### config.mk
export PLATFORM = sky130hd
export DESIGN_NAME = dsp_mac_sequencer
export DESIGN_NICKNAME = d
export VERILOG_FILES = /design/src/rtl/dsp_mac_sequencer.sv
export SDC_FILE = /design/constraint.sdc
export NUM_CORES = 1
export LEC_CHECK = 0
export CAP_MARGIN = 10
export CORE_MARGIN = 5
export CORE_UTILIZATION = 44
export DETAILED_ROUTE_END_ITERATION = 10
export PLACE_DENSITY = 0.8
export SLEW_MARGIN = 10
export SYNTH_ARGS = -nofsm -noshare
export SYNTH_HDL_FRONTEND = slang
export SYNTH_SLANG_ARGS = --single-unit
### constraint.sdc
create_clock -name clk -period 2.53 [get_ports clk]
set_clock_uncertainty 0.2 [all_clocks]
set_input_delay 0.253 -clock clk [delete_from_list [all_inputs] [get_ports clk]]
set_output_delay 0.253 -clock clk [all_outputs]
set_load 0.02 [all_outputs]
### src/rtl/dsp_mac_sequencer.sv
`default_nettype none
// ============================================================================
// Module   : dsp_mac_sequencer
// Function : N-beat MAC sequencer driving one DSP48A1-style slice.
//            Build option DSP_SEQ_PREADD_EN selects the (D+B)*A pre-adder path.
// Revision : 1.0
// ============================================================================
module dsp_mac_sequencer #(
  parameter int PIPE_LAT = 3,
  parameter int CNT_W    = 16
) (
  input  logic              clk,
  input  logic              rst_n,
  input  logic              start,
  input  logic [CNT_W-1:0]  len,
  output logic              busy,
  input  logic              in_valid,
  output logic              in_ready,
  output logic              ce_ab,
  output logic              ce_d,
  output logic              ce_m,
  output logic              ce_p,
  output logic              rst_slice,
  output logic [7:0]        opmode,
  input  logic [47:0]       p_in,
  output logic [47:0]       result,
  output logic              done
);

  localparam int c_depth = PIPE_LAT - 1;

  localparam logic [2:0] c_idle  = 3'd0;
  localparam logic [2:0] c_clear = 3'd1;
  localparam logic [2:0] c_accum = 3'd2;
  localparam logic [2:0] c_drain = 3'd3;
  localparam logic [2:0] c_done  = 3'd4;

`ifdef DSP_SEQ_PREADD_EN
  localparam logic [7:0] c_op_first = 8'h11;
  localparam logic [7:0] c_op_next  = 8'h19;
`else
  localparam logic [7:0] c_op_first = 8'h01;
  localparam logic [7:0] c_op_next  = 8'h09;
`endif

  logic [2:0]         r_state;
  logic [2:0]         w_next;
  logic [CNT_W-1:0]   r_remaining;
  logic               r_len_zero;
  logic               r_first;
  logic [c_depth-1:0] r_tok_v;
  logic [c_depth-1:0] r_tok_f;
  logic [47:0]        r_result;

  logic w_accept;
  logic w_last;
  logic w_pipe_empty;
  logic w_p_tok;
  logic w_p_first;

  assign w_accept     = (r_state == c_accum) && (r_remaining != '0) && in_valid;
  assign w_last       = w_accept && (r_remaining == CNT_W'(1));
  assign w_pipe_empty = (r_tok_v == '0);
  assign w_p_tok      = r_tok_v[c_depth-1];
  assign w_p_first    = r_tok_f[c_depth-1];

  always_comb begin
    w_next = r_state;
    case (r_state)
      c_idle:  if (start) w_next = c_clear;
      c_clear: w_next = r_len_zero ? c_done : c_accum;
      c_accum: if (w_last) w_next = c_drain;
      // one extra cycle after the last P update lets p_in settle before capture
      c_drain: if (w_pipe_empty) w_next = c_done;
      c_done:  w_next = c_idle;
      default: w_next = c_idle;
    endcase
  end

  always_ff @(posedge clk or negedge rst_n) begin
    if (!rst_n) begin
      r_state     <= c_idle;
      r_remaining <= '0;
      r_len_zero  <= 1'b0;
      r_first     <= 1'b0;
      r_tok_v     <= '0;
      r_tok_f     <= '0;
      r_result    <= '0;
    end else begin
      r_state <= w_next;

      if ((r_state == c_idle) && start) begin
        r_remaining <= len;
        r_len_zero  <= (len == '0);
      end else if (w_accept) begin
        r_remaining <= r_remaining - CNT_W'(1);
      end

      if (r_state == c_clear) begin
        r_first <= 1'b1;
      end else if (w_accept) begin
        r_first <= 1'b0;
      end

      // token pipe: stage k holds beats accepted k+1 cycles ago
      r_tok_v[0] <= w_accept;
      r_tok_f[0] <= w_accept && r_first;
      for (int i = 1; i < c_depth; i++) begin
        r_tok_v[i] <= r_tok_v[i-1];
        r_tok_f[i] <= r_tok_f[i-1];
      end

      if (r_state == c_done) begin
        r_result <= r_len_zero ? 48'd0 : p_in;
      end
    end
  end

  generate
    if (PIPE_LAT >= 3) begin : g_ce_m
      assign ce_m = r_tok_v[0];
    end else begin : g_no_ce_m
      assign ce_m = 1'b0;
    end
  endgenerate

`ifdef DSP_SEQ_PREADD_EN
  assign ce_d = w_accept;
`else
  assign ce_d = 1'b0;
`endif

  assign busy      = (r_state != c_idle);
  assign in_ready  = (r_state == c_accum) && (r_remaining != '0);
  assign ce_ab     = w_accept;
  assign ce_p      = w_p_tok;
  assign opmode    = w_p_tok ? (w_p_first ? c_op_first : c_op_next) : 8'h00;
  assign rst_slice = (r_state == c_clear);
  assign done      = (r_state == c_done);
  assign result    = r_result;

endmodule
`default_nettype wire

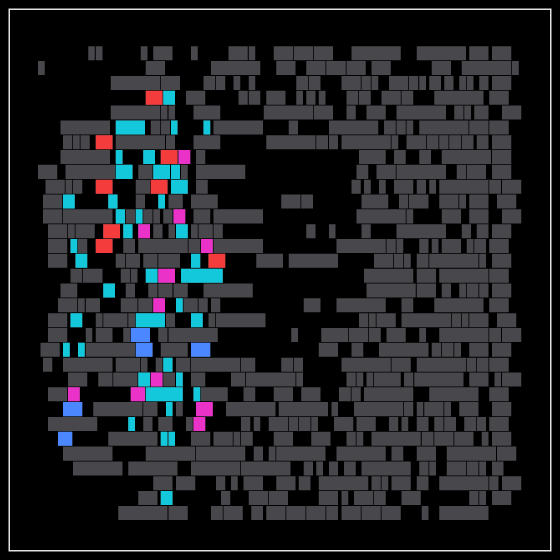
Figure 1: run 1, gate families picked out.
blue -> AND-OR and OR-AND gates  # cells 5, most used a221o_1
red -> XOR/XNOR gates  # cells 8, most used xnor2_1
cyan -> NOR gates  # cells 39, most used nor2_1
magenta -> AND and OR gates  # cells 11, most used and2_1
logic share of the area: 30.0%
Finished Layout Cells: 601

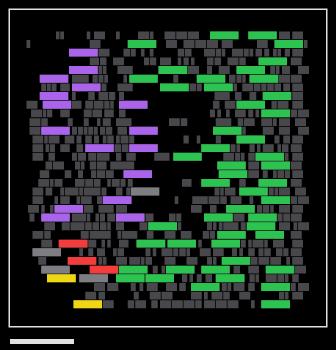
Figure 2: run 1, register map, names as in the netlist.
The bar under the picture is 20 um long. Other sequential cells in the stronger gray, the rest of the logic in the fainter gray.
purple -> `r_remaining`  # sequential cells 16
red -> `r_state`  # sequential cells 3
green -> `result`  # sequential cells 48
yellow -> `r_tok_f`  # sequential cells 2

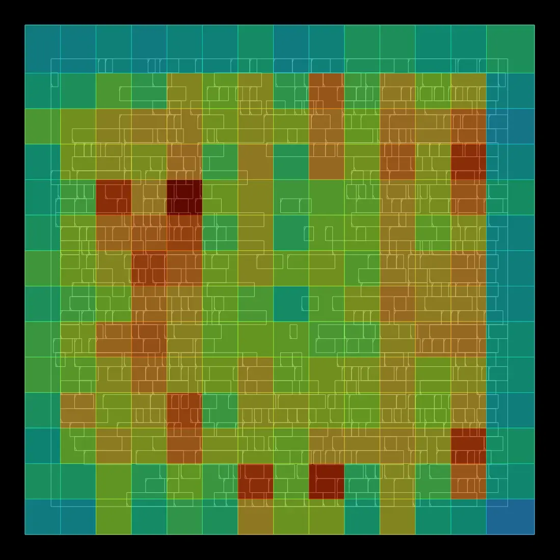
Figure 3: run 1, routing congestion map.
Util after Layout: 64.4%
met3 Use GR: 5.31%
met2 global-route usage: 29.4%

==> flow_summary.yaml, run 1 <==
# flow metrics
status:
  outcome: "completed"
sta:
  finalMaxSlewViolations: 0
  setup_ws_ps: 139
  fin_crit_sh_pct: 94.5
  finalSetupViolCount: 0
  fmax_mhz: 418
  hold_ws_ps: 159
  maxSlewHeadroom_pct: 39.7
  rsz0062_at_grt: "false"
  worstMarginPinSlew_ps: 905
  setup_tns_ps: 0
  period_needed_ps: 2390
  hold_viol: 0
cells_and_area:
  antenna_cells: 0
  nets: 566
  layout-drive-gt1-share_pct: 7.41
  final_area_mm2: 0.00498
  syn_to_final_growth_pct: 42.6
min_path:
  hold_path.class: "reg2reg"
  holdPathEnd: "r_tok_f[1]$_DFF_PN0_"
  hold_depth: 0
  worstHoldStart: "r_tok_f[0]$_DFF_PN0_"
global_route:
  grt_usage_pct: 18.4
  gr-total-overflow: 0
  grt_pass1_vias: 3075
  grt_first_pass_wirelength_mm: 14.6
  grt_max_degree: 97
  antenna_found_initial: 0
pwr:
  p_seq_share_pct: 37.0
  p_sw_mw: 2.27
  switching_share_pct: 39.7
  power_per_cell_area_mw_per_mm2: 1150
  p_int_mw: 3.45
  total_leakage_power_nw: 2.18
  pwr-share-clk_pct: 13.8
  combPwrFrac_pct: 49.2
  vdd.ir_drop.worst_mv: 0.554
  finalPower_mw: 5.73
yosys:
  muxShareOfSynthArea_pct: 0.287
  logic_family: "simple AND/OR/NAND/NOR gates"
  ys_sh_xor_pct: 2.01
  yosysUniqueCellTypes: 43
  yosys_warnings: 0
  aoi_share_pct: 12.0
  ys_chip_area_mm2: 0.00349
  adder_share_pct: 1.08
  netlist_area_mm2: 0.00349
  ys_seq_share_pct: 52.3
  synth-edff-count: 0
  simple_gate_share_pct: 26.5
  syn_area_per_cell_um2: 9.41
  synth-main-ff-cell: "dfrtp_1"
  synthCells: 371
  ys_cells: 371
  ys.flops: 73
  ys_async_sr_fraction_pct: 100
drt:
  viasPerCell: 5.07
  wire_per_inst_um: 14.8
  drtPass1Iterations: 4
  drt_iter0_markers: 88
  totalWireLength_mm: 8.92
  drc_errors: 0
  num_vias: 3048
  final_antenna_net_count: 0
cts:
  clockBufferDepth: 2
  htree_num_levels: 3
  insertion_delay_ps: 330
  cts_buffers: 9
  cts.sinks: 73
  cts_tree: "done"
  root_buffer: "clkbuf_8"
  clk_pin_slew_ps: 70
place:
  place.detailed.hpwl_mm: 6.49
  place_area_mm2: 0.00479
  gp_congestion: 0.876
  numPortBuffers: 124
  placed_cells: 583
  post-place-ws_ps: 80.7
setup_path:
  path_class: "reg2reg"
  regToRegStartpoint: "r_remaining[1]$_DFFE_PN0P_"
  worstPathRequired_ps: 2590
  crit_end: "r_remaining[8]$_DFFE_PN0P_"
  end_kind: "flip-flop"
  crit_fanout: 8
  crit_arrival_ps: 2450
  crit-reg2reg-capture: "r_remaining[8]$_DFFE_PN0P_"
  cp-start-kind: "flip-flop"
  r2r_slack_ps: 140
  reg2regPathDepth: 9
  startpoint: "r_remaining[1]$_DFFE_PN0P_"
floorplanning:
  rows: 32
  core-area_mm2: 0.00773
  die_w_um: 99.1
  die-area_mm2: 0.00981
  io_pins: 132
  fp-utilization_pct: 45.2
  die_h_um: 99.1
job:
  cap_violations: 0
  warnings: 29
==> run 1: layout make-up <==
| class | count | area (um^2) |
|---|---|---|
| clock inverters | 3 | 17.5 |
| multi-input cells | 268 | 1500 |
| repair buffers | 139 | 1350 |
| inverters | 4 | 15.0 |
| well taps | 102 | 128 |
| fillers | 637 | 2750 |
| flip-flops and latches | 73 | 1830 |
| clock buffers | 12 | 145 |
==> run 1: timing repair <==
action / CTS / global route
pin swaps: 0 / 1
setup endpoints to repair: 3 / 2
hold buffers: 1 / 0
setup buffers: 0 / 2
endpoints found under the hold margin: 73 / 0
resized: 5 / 2
==> run 1: flip-flops by register name, summed over array words and instances, names as in the netlist <==
signal,flops
r_remaining,16
r_tok_f,2
r_len_zero,1
result,48
r_first,1
r_tok_v,2
r_state,3
==> run 1: critical path, cell delays in order (launching register included) <==
cell,delay [ps]
dfrtp_1,370
inv_1,90
ha_1,190
nor4b_2,150
and4_1,180
buf_6,130
buf_4,160
or2_1,310
or3_1,370
a31oi_1,160
==> run 1: routing by layer <==
metal	up-vias	wire (um)	track usage [%]	share of wire, %
li1	1478	-	-	-
met1	1436	3910	24.1	44
met2	116	4150	29.4	47
met3	18	685	5.31	7.7
met4	0	171	6.09	1.9
met5	-	0	0	0
==> run 1: cells in the mapped netlist, types with 2 or more instances <==
cell type	number	area, um^2
nand4_1	2	12.5
nor4_1	9	56.3
nand2b_1	50	313
xnor2_1	8	70.1
nand2_1	64	240
nor3_1	6	30.0
o211ai_1	2	15.0
nor4b_1	4	35.0
or3_1	2	12.5
dfrtp_1	73	1830
nand3_1	6	30.0
inv_1	3	11.3
a21oi_1	3	15.0
buf_4	8	60.1
a221o_1	3	30.0
o21ai_0	60	300
ha_1	3	37.5
buf_6	4	45.0
nor2b_1	2	12.5
and2_1	3	18.8
clkbuf_1	19	71.3
nor2_1	15	56.3
or2_2	2	12.5
==> run 1: power groups by stage <==
stage          logic [mW]  registers (mW)  clock network, mW
2_1_floorplan        1.04            2.58                  0
3_3_place_gp         2.78            2.10                  0
3_5_place_dp         2.85            2.13                  0
4_1_cts              2.85            2.12              0.808
5_1_grt              3.08            2.19              0.863
6_report             2.82            2.12              0.789
==> run 1: logic make-up after synthesis <==
| kind of cell | count (synthesis) |
|---|---|
| AND/OR/NAND/NOR | 173 |
| buffers and inverters | 36 |
| adder cells (fa/ha/maj) | 3 |
| multiplexers | 1 |
| AND-OR/OR-AND | 76 |
| other | 1 |
| flip-flops | 73 |
| XOR/XNOR | 8 |
==> run 1: layout by cell type, fill, tap and decap left out, drive strengths merged, types with 2 or more instances in the layout <==
cell type,count
inv,4
o211ai,2
nor2b,2
clkbuf,13
o21ai,61
or3,2
nand4,2
nand2,64
nor4b,5
nand3,6
xnor2,8
nor2,15
clkdlybuf4s50,120
nand2b,50
and2,3
buf,15
dlygate4sd2,2
nor4,10
conb,7
a221o,3
or2,3
clkinv,2
dfrtp,73
ha,3
nor3,6
a21oi,3
==> inputs of run 2 (changes only) <==
Settings changed: SKIP_CTS_REPAIR_TIMING set to 1.
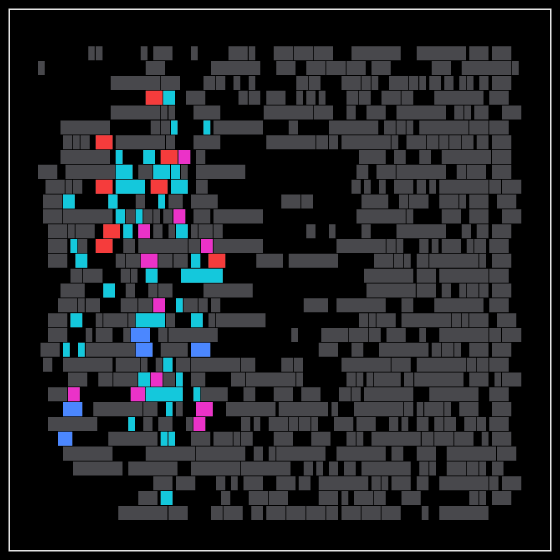
Figure 4: run 2, gate families picked out.
dominant logic cell type in the layout: clkdlybuf4s50_1
Finished Layout Cells: 599
logic share of the area: 30.1%

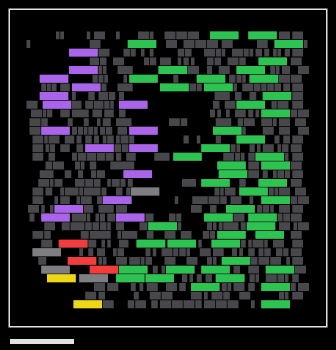
Figure 5: run 2, register map, names as in the netlist.
The bar under the picture is 20 um long. Other sequential cells in the stronger gray, the rest of the logic in the fainter gray.
yellow -> `r_tok_f`  # sequential cells 2
green -> `result`  # sequential cells 48
purple -> `r_remaining`  # sequential cells 16
red -> `r_state`  # sequential cells 3
not colored = 4

==> flow_summary.yaml, run 2 <==
# flow metrics
status:
  outcome: "completed"
drt:
  final_antenna_net_count: 0
  drc_errors: 0
  viasPerCell: 5.06
  num_vias: 3033
  drtPass1Iterations: 4
  wire_per_inst_um: 14.8
setup_path:
  path_class: "reg2out"
  crit_arrival_ps: 1950
  cp-start-kind: "flip-flop"
  crit_fanout: 5
  end_kind: "primary output"
yosys:
  synth-main-ff-cell: "dfrtp_1"
  top_area_cell: "dfrtp_1"
  common_cells: "dfrtp_1 (73), nand2_1 (64), o21ai_0 (60)"
  ys.flops: 73
  ys_async_sr_fraction_pct: 100
  yosys_warnings: 0
  yosysUniqueCellTypes: 43
  logic_family: "simple AND/OR/NAND/NOR gates"
  netlist_area_mm2: 0.00349
  muxShareOfSynthArea_pct: 0.287
  ys_seq_share_pct: 52.3
  synth-edff-count: 0
  top_cell: "dfrtp_1"
  synthCells: 371
  yosys-top-cells-area: "dfrtp_1 (52%), nand2b_1 (9.0%), o21ai_0 (8.6%), nand2_1 (6.9%), clkbuf_1 (2.0%)"
  top_cell_area_share_pct: 52.3
job:
  cap_violations: 0
  warnings: 28
pwr:
  finalPower_mw: 5.73
  power_per_cell_area_mw_per_mm2: 1150
  total_leakage_power_nw: 2.20
  vdd.ir_drop.worst_mv: 0.556
global_route:
  grt_usage_pct: 18.3
  antenna_found_initial: 0
  grt_pass1_vias: 3074
  gr-total-overflow: 0
cts:
  root_buffer: "clkbuf_8"
  insertion_delay_ps: 330
  cts_buffers: 9
  cts.sinks: 73
  clk_pin_slew_ps: 80
  htree_num_levels: 3
  cts_tree: "done"
cells_and_area:
  nets: 564
  syn_to_final_growth_pct: 42.3
  layout-drive-gt1-share_pct: 7.04
  largest_reg_flops: 48
  lay_top_cells: "clkdlybuf4s50_1 (120), dfrtp_1 (73), nand2_1 (64)"
  fin_util_pct: 64.3
  antenna_cells: 0
sta:
  fin_crit_sh_pct: 94.9
  hold_viol: 0
  fmax_mhz: 417
  finalMaxSlewViolations: 0
  finalSetupViolCount: 0
place:
  gp_congestion: 0.876
  place_area_mm2: 0.00479
  place.detailed.hpwl_mm: 6.49
  numPortBuffers: 124
  post-place-ws_ps: 80.7
floorplanning:
  die-area_mm2: 0.00981
  die_w_um: 99.1
  die_h_um: 99.1
min_path:
  hold_path.class: "reg2reg"
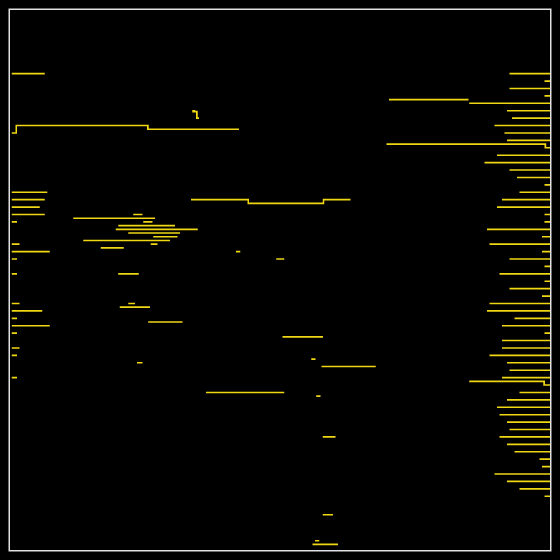
Figure 6: run 2, signal wires on met3.
share of all routed wire = 7.8%
wire length on this layer = 687 um
Post-Route WL: 8.84 mm
met3 Use GR: 5.38%

-- run 2: cell count changes in the layout (fill, tap and decap cells not counted) --
cell            delta
buf_4              -1
dlygate4sd2_1      -2
dlymetal6s2s_1     +2
buf_6              -1
-- run 2: critical path, cell delays in order, from the launching register on --
cell and delay, ps:
dfrtp_1 370, inv_1 90, ha_1 190, nor4b_2 150, and4_1 210, or2_2 320
inv_2 100, clkbuf_2 170
-- run 2: path summary, 6_finish.rpt --
kind / endpoint / from / slack (ps) / cells past startpoint
worst max-delay path: ce_ab / r_remaining[1]$_DFFE_PN0P_ / 130 / 7
worst min-delay path: r_tok_f[1]$_DFF_PN0_ / r_tok_f[0]$_DFF_PN0_ / 160 / 0
worst max register to register: r_remaining[8]$_DFFE_PN0P_ / r_remaining[1]$_DFFE_PN0P_ / 200 / 8
worst min register to register: r_tok_f[1]$_DFF_PN0_ / r_tok_f[0]$_DFF_PN0_ / 160 / 0
max in group asynchronous: r_remaining[6]$_DFFE_PN0P_ / rst_n / 1140 / 2
min in group asynchronous: result[27]$_DFFE_PN0P_ / rst_n / 400 / 2
-- run 2: stage by stage --
step / instances / setup TNS (ps) / hold slack (ps)
after CTS: 598 / -645 / -126
after detailed placement: 583 / 0 / 146
after floorplan: 377 / 0 / -243
final: 599 / 0 / 159
after global placement: 583 / 0 / 137
after global routing: 599 / 0 / 194
-- run 2: final cells by class --
cell class | count | area (um^2)
clock buffers | 12 | 145
clock inverters | 3 | 17.5
fillers | 640 | 2760
inverters | 4 | 15.0
multi-input cells | 268 | 1500
flip-flops and latches | 73 | 1830
well taps | 102 | 128
repair buffers | 137 | 1340
-- run 2: where the power goes --
group / switching (mW) / internal [mW] / total [mW]
Clock: 0.411 / 0.375 / 0.786
Sequential: 0.383 / 1.73 / 2.12
Combinational: 1.47 / 1.35 / 2.82
-- run 2: cell families after synthesis --
kind of cell / count (synthesis)
and+or+nand+nor: 173
other: 1
muxes: 1
buffers and inverters: 36
xor gates and xnor gates: 8
AOI/OAI and AO/OA: 76
adders and majority gates: 3
DFF: 73
-- run 2: routing by layer --
metal / routed length [um] / vias to the layer above / GRT usage [%]
li1: - / 1478 / -
met1: 3910 / 1416 / 23.8
met2: 4070 / 121 / 29.3
met3: 687 / 18 / 5.38
met4: 174 / 0 / 6.09
met5: 0 / - / 0
No activity file was given, so power comes from the tool's default toggle rates.
